Figure 1. Cells coloured by class.
(1 px per um)
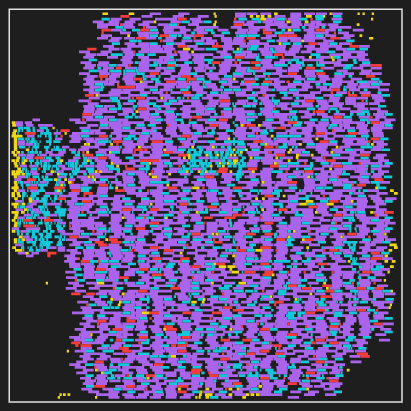
Figure 2. The metal 1 layer.
(1 px per um)
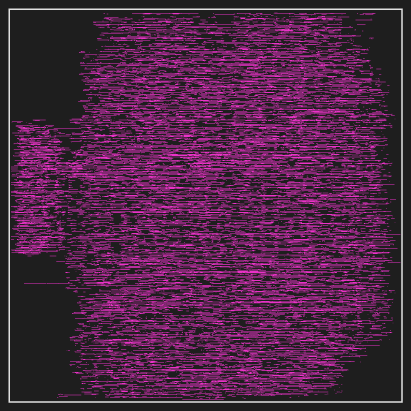
Design command_fetcher, sky130hd; sources not shown.
==> results.sh <==
# flow metrics
export IMPL_outcome="complete, no violations"
export IMPL_cts_inserted_buffers=204
export IMPL_cp_start_kind="primary input"
export IMPL_seq_area_frac_synth=0.771
export IMPL_clock_skew_ns=0.0325
export IMPL_yosysWarnings=0
export IMPL_ys_flops=2130
export IMPL_p_leak_uw=0.0288
export IMPL_reg2regPathDepth=4
export IMPL_nets=4183
export IMPL_layout_min_cycle_time_ns=5.29
export IMPL_rsz0062_at_grt="no"
export IMPL_simple_gate_share=0.0223
export IMPL_place_congestion=0.820
export IMPL_met3_usage=0.0624
export IMPL_crit_type="primary input to output pin"
export IMPL_clock_path_buffers=3
export IMPL_avgViaCountPerCell=6.48
export IMPL_cp_required_ns=6.14
export IMPL_end_kind="output pin"
export IMPL_post_cts_buffers=0
export IMPL_avgRoutedWirePerCell_um=32.1
export IMPL_finalCritPeriodShare=0.776
export IMPL_hold_depth=3
export IMPL_synthCells=3818
export IMPL_clock_sinks=2130
export IMPL_stdcell_count=6283
export IMPL_ys_types=66
export IMPL_hold_viol_final=0
export IMPL_synthArstFlopShare=0
export IMPL_vdd_drop_max_mv=0.288
export IMPL_largest_register_ffs=2048
export IMPL_dr_pass1_iters=5
export IMPL_die_area_sq_um=153000
export IMPL_cts_tree="done"
export IMPL_arrival_ns=4.61
export IMPL_ys_sh_mux=0.151
export IMPL_antenna_found_initial=10
export IMPL_top_usage_layer="met2"
export IMPL_yosys_area_share_xor_xnor=0.00385
export IMPL_p_per_area_nw_per_um2=287
export IMPL_syn_cell_area_sq_um=81900
export IMPL_path_max_fanout=16
export IMPL_grt_max_degree=84
export IMPL_gr_usage_met2=0.417
-- Figure 1 (at the start) --
class	colour	cells
remaining buffers and delay cells	yellow	287
remaining logic cells	cyan	1475
clock drivers and dummy loads	red	373
registers	purple	2130
final design instance area without fill: 92600 sq um
Util after Layout: 0.617
number of cell rows: 142

-- Figure 2 (at the start) --
wire length on this layer	77.6 mm
nets with wire on the layer	4024
main direction	horizontal
share of all routed wire	38%
longest straight run	120 um
drt total wl: 202000 um
met1 Usage GRT: 0.381
via count: 40700

[final cells by class]
type                            count  area (sq um)
Multi-Input combinational cell   1468         18100
Inverter                            7          26.3
Tap cell                         2016          2520
Antenna cell                        2          5.00
Clock inverter                    124           967
Fill cell                       10200         57500
Timing Repair Buffer              287          2490
Sequential cell                  2130         63100
Clock buffer                      249          5340
[stage by stage]
stage,hold WS (ns),area [sq um],setup slack (ns),power (uW)
2_1_floorplan,0.441,81900,2.57,15400
3_3_place_gp,0.450,86300,1.56,16100
3_5_place_dp,0.449,86300,1.50,16100
4_1_cts,0.373,92600,1.48,26700
5_1_grt,0.420,92600,1.58,27300
6_report,0.429,92600,1.53,26600
[metal layers]
layer / part of all wire / up-vias
met2: 0.48 / 2216
met4: 0.024 / 12
met1: 0.38 / 21600
met5: 0.00042 / -
met3: 0.11 / 283
li1: - / 16700
[power breakdown]
group / switching (uW) / internal (uW) / total [uW]
sequential: 34.3 / 14400 / 14400
combinational: 895 / 538 / 1430
clock: 4710 / 6060 / 10800
[cell usage after synthesis (all sizes together) (13+ instances only)]
library cell	instances	area [sq um]
a211oi	26	195
a21oi	118	591
a221oi	47	412
a22o	30	263
buf	120	721
clkbuf	93	350
dfxtp	82	1640
edfxtp	2048	61500
mux2i	70	701
mux4	512	11500
nand2	140	526
nand2b	13	81.3
nand3	30	150
nor2	130	490
nor2b	19	119
nor3	27	140
o21ai	47	239
o221ai	38	333
o22ai	37	231
xnor2	22	193
xor2	14	123
[worst max-delay path, cell delays in order]
cell,delay [ns]
clkdlybuf4s50_1,0.71
nand2_1,0.81
o221ai_1,0.31
a21oi_1,0.62
nor2_1,0.28
a221oi_1,0.46
clkdlybuf4s50_1,0.70
Power is estimated from default activity; no workload was simulated.
